==> config.mk <==
export PLATFORM = sky130hd
export DESIGN_NAME = fetch_stage_flat
export DESIGN_NICKNAME = d
export VERILOG_FILES = /design/src/rtl/fetch_pkg.sv /design/src/rtl/fetch_if.sv /design/src/rtl/fetch_pc_gen.sv /design/src/rtl/fetch_stage.sv /design/src/flat_wrapper.sv
export SDC_FILE = /design/constraint.sdc
export NUM_CORES = 1
export LEC_CHECK = 0
export ABC_AREA = 0
export CAP_MARGIN = 25
export CELL_PAD_IN_SITES_DETAIL_PLACEMENT = 0
export CELL_PAD_IN_SITES_GLOBAL_PLACEMENT = 1
export CORE_MARGIN = 2
export CORE_UTILIZATION = 38
export CTS_BUF_LIST = sky130_fd_sc_hd__clkbuf_4 sky130_fd_sc_hd__clkbuf_8
export CTS_CLUSTER_SIZE = 25
export DETAILED_ROUTE_END_ITERATION = 12
export PLACE_DENSITY_LB_ADDON = 0.1
export SLEW_MARGIN = 20
export SYNTH_ARGS = -nofsm -noshare
export SYNTH_HDL_FRONTEND = slang
export SYNTH_SLANG_ARGS = --single-unit
==> constraint.sdc <==
create_clock -name clk -period 2.92 [get_ports clk]
set_input_delay 0.584 -clock clk [delete_from_list [all_inputs] [get_ports clk]]
set_output_delay 0.584 -clock clk [all_outputs]
set_load 0.03 [all_outputs]
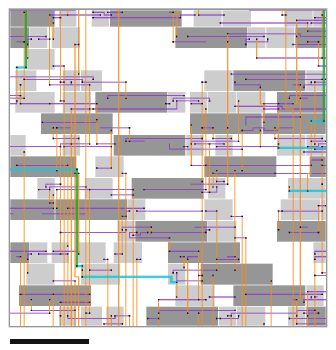
**Above:** a small window of the routed layout.
The bar under the picture is 10 µm long. Region (107, 22) to (147, 62) µm. Cells in grey, sequential cells in the stronger grey; small squares are vias.
- cyan: metal 3
- purple: metal 1
- orange: metal 2
- green: metal 4
- cells with their middle in the window: 75
- sequential cells in the window: 22
- most frequent: and2_1 (25), dfrtp_1 (22), clkdlybuf4s50_1 (20)

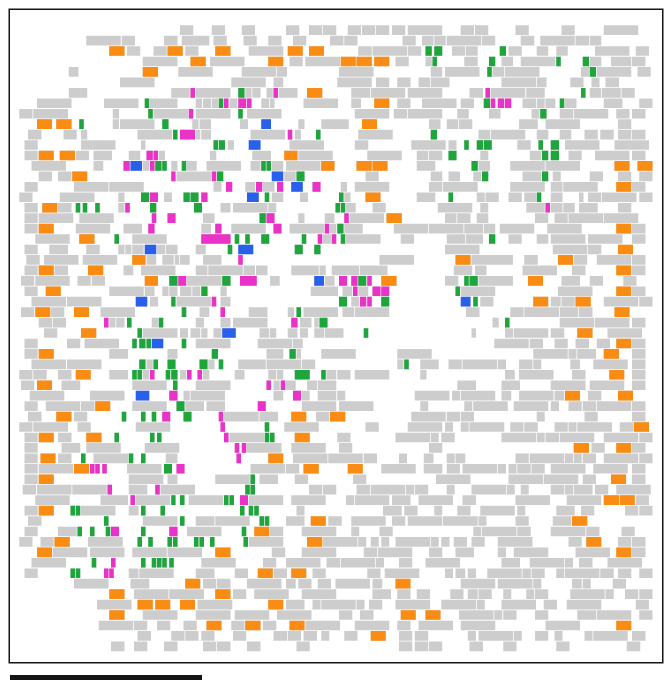
**Above:** gate families picked out.
The bar under the picture is 50 µm long.
- orange: mux cells (cells 106; where all over the die)
- blue: non-inverting ao/oa cells (cells 14)
- magenta: nor cells (cells 80)
- green: nand cells (cells 161)
share of the final layout cell area in multi-input gates: 24.99%
commonest non-fill, non-tap cell in the layout: sky130_fd_sc_hd__clkdlybuf4s50_1

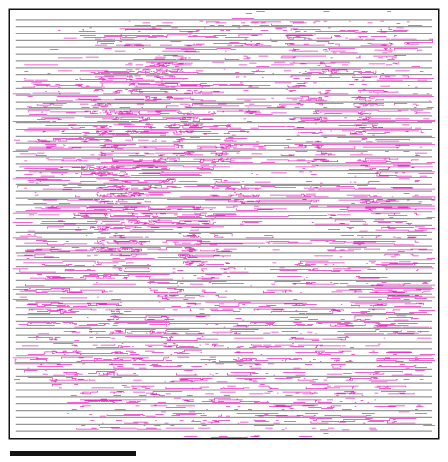
**Above:** M1 wires.
The bar under the picture is 50 µm long. Supply wires on this layer in grey.
- nets with wire on the layer: 1153
- main direction: horizontal
- share of all routed wire: 44%
- longest straight run: 50.1 µm
- wire length on this layer: 12900 µm
vias: 7949
Total Wirelength: 29.41 mm
global routing met1 resource utilization: 27.62%

==> job_summary.md <==
## Implementation flow summary

| Metric | Value |
|---|---|
| Vert. Die Dim | `169.8 µm` |
| Number of max-cap violations | `0` |
| Pre-Place Util | `38.77%` |
| CP max stage cell | `sky130_fd_sc_hd__clkdlybuf4s50_1` |
| Global-route layer with the greatest usage | `met2` |
| CTS tree | `done` |
| Worst setup slack for register-to-register paths | `roughly 0.45 ns` |
| Flip-flops with a built-in enable | `0` |
| Hold buffers post-CTS | `1` |
| Final number of setup-violating endpoints | `0` |
| Post-CTS Setup Bufs | `0` |
| Highest metal layer with signal wires | `met4` |
| Number of optimization iterations in the first detailed-route pass | `7` |
| Area share of the largest cell type after synthesis | `just over 60%` |
| Main area contributors after synthesis | `sky130_fd_sc_hd__dfrtp_1, sky130_fd_sc_hd__mux2_2, sky130_fd_sc_hd__nand2_1, sky130_fd_sc_hd__and2_1, sky130_fd_sc_hd__xnor2_1` |
| Post-route design area | `~15000 µm²` |
| Combinational power share | `a little under a third` |
| Routed met1 length | `approximately 13 mm` |
| GR Overflow Total | `0` |
| Arrival time reported for the critical path endpoint | `2.02 ns` |
| Number of top-level pins | `around 300` |
| Vias in the first global route | `~8000` |
| Pwr per Cell Area | `834.9 nW/µm²` |
| PnR Total Power | `12.57 mW` |
| Portion of total power attributed to the clock network | `~28%` |
| Endpoints failing hold | `0` |
| Kind of cell adding the most delay to the critical path | `buffers and inverters` |
| Cells along the critical path | `nor2b_1 > clkdlybuf4s50_1` |
| Cell depth of the worst min-delay path | `2` |
| Part of the power in registers | `40.5%` |
| Setup crit start kind | `register` |
| Violation tally from detailed-route iteration zero | `~570` |
| Global Route met3 Usage | `under 10%` |
| CTS root buf | `sky130_fd_sc_hd__clkbuf_8` |
| Flops & latches, synth | `approximately 260` |
| Power spent charging and discharging nets | `~4.2 mW` |
| Maximum clock insertion buffer count | `3` |
| Insertion delay at the late pin of the worst-skew pair | `approximately 0.54 ns` |
| Chip area | `28840 µm²` |
| Status | `complete, no violations` |
| Fill cell count | `between 2000 and 2500` |
| Path type of the worst min-delay path | `reg -> reg` |
| PostCTS Resize Cnt | `0` |
| Compound-cell area share of the yosys netlist | `roughly 5.6%` |
| Netlist Area Pre-Place | `10450 µm²` |
| Register share after synthesis | `62.04%` |
| Chip Width | `approximately 170 µm` |
| Setup TNS | `0 ns` |
| Cells in synth_stat.txt | `approximately 870` |
| Avg WL per Cell | `~19 µm` |
| Most common cell in the synthesized netlist | `sky130_fd_sc_hd__dfrtp_1` |
| Area share of xor/xnor cells in the synthesized design | `under 10%` |
| Asr flop ratio synth | `100.0%` |
| Syn Area/Cell | `12.02 µm²` |
| Chip area from the yosys synthesis statistics | `between 10000 and 15000 µm²` |
| Post-placement setup slack | `0.3015 ns` |
| Standby leakage power | `6.728 nW` |
| Max-slew headroom at the worst pin | `64.91%` |
| Most used standard cells in the synthesized netlist | `sky130_fd_sc_hd__dfrtp_1, sky130_fd_sc_hd__nand2_1, sky130_fd_sc_hd__mux2_2` |
| Wire length of the first global-routing pass | `around 46 mm` |
| Cycle use final | `about nine tenths` |
| Tool warnings | `26` |
| Power drawn by the clock network | `roughly 3.5 mW` |
| Core outline area | `roughly 27000 µm²` |
| Overall routing resource usage | `20.42%` |
| CP endpoint kind | `output pin` |
| Top power consumer group | `sequential cells` |
| Final period demand of the worst path | `2.601 ns` |
| Number of synthesis warnings | `0` |
| Site Rows | `about 60` |
| Seq power | `5.10 mW` |
| Total internal power | `roughly 8.3 mW` |
| Remaining design rule violation count | `0` |
| Final weighted congestion of routability-driven global placement | `0.8466` |
| Maximum cell stage delay along the critical path | `between 0.7 and 0.8 ns` |
[area by class of cell]
| type | instances | area (µm²) | area share (%) |
|---|---|---|---|
| well taps | 341 | 426.7 | 2.835 |
| clock inverters | 5 | 53.80 | 0.3574 |
| flip-flops and latches | 259 | 6481 | 43.06 |
| repair buffers | 334 | 3381 | 22.46 |
| clock buffers | 74 | 918.4 | 6.101 |
| multi-input cells | 559 | 3761 | 24.99 |
| inverters | 8 | 30.03 | 0.1995 |
[per-stage QoR]
stage | std cells | util, % | hold WS [ns]
after global routing | 1580 | 55.85 | 0.4977
after detailed placement | 1500 | 52.21 | 0.4625
after CTS | 1580 | 55.85 | 0.4767
after floorplan | 869 | - | 0.2884
after global placement | 1500 | 52.21 | 0.4601
final | 1580 | 55.85 | 0.4698
Power figures rest on the tool's default switching activity, not on a simulated workload.
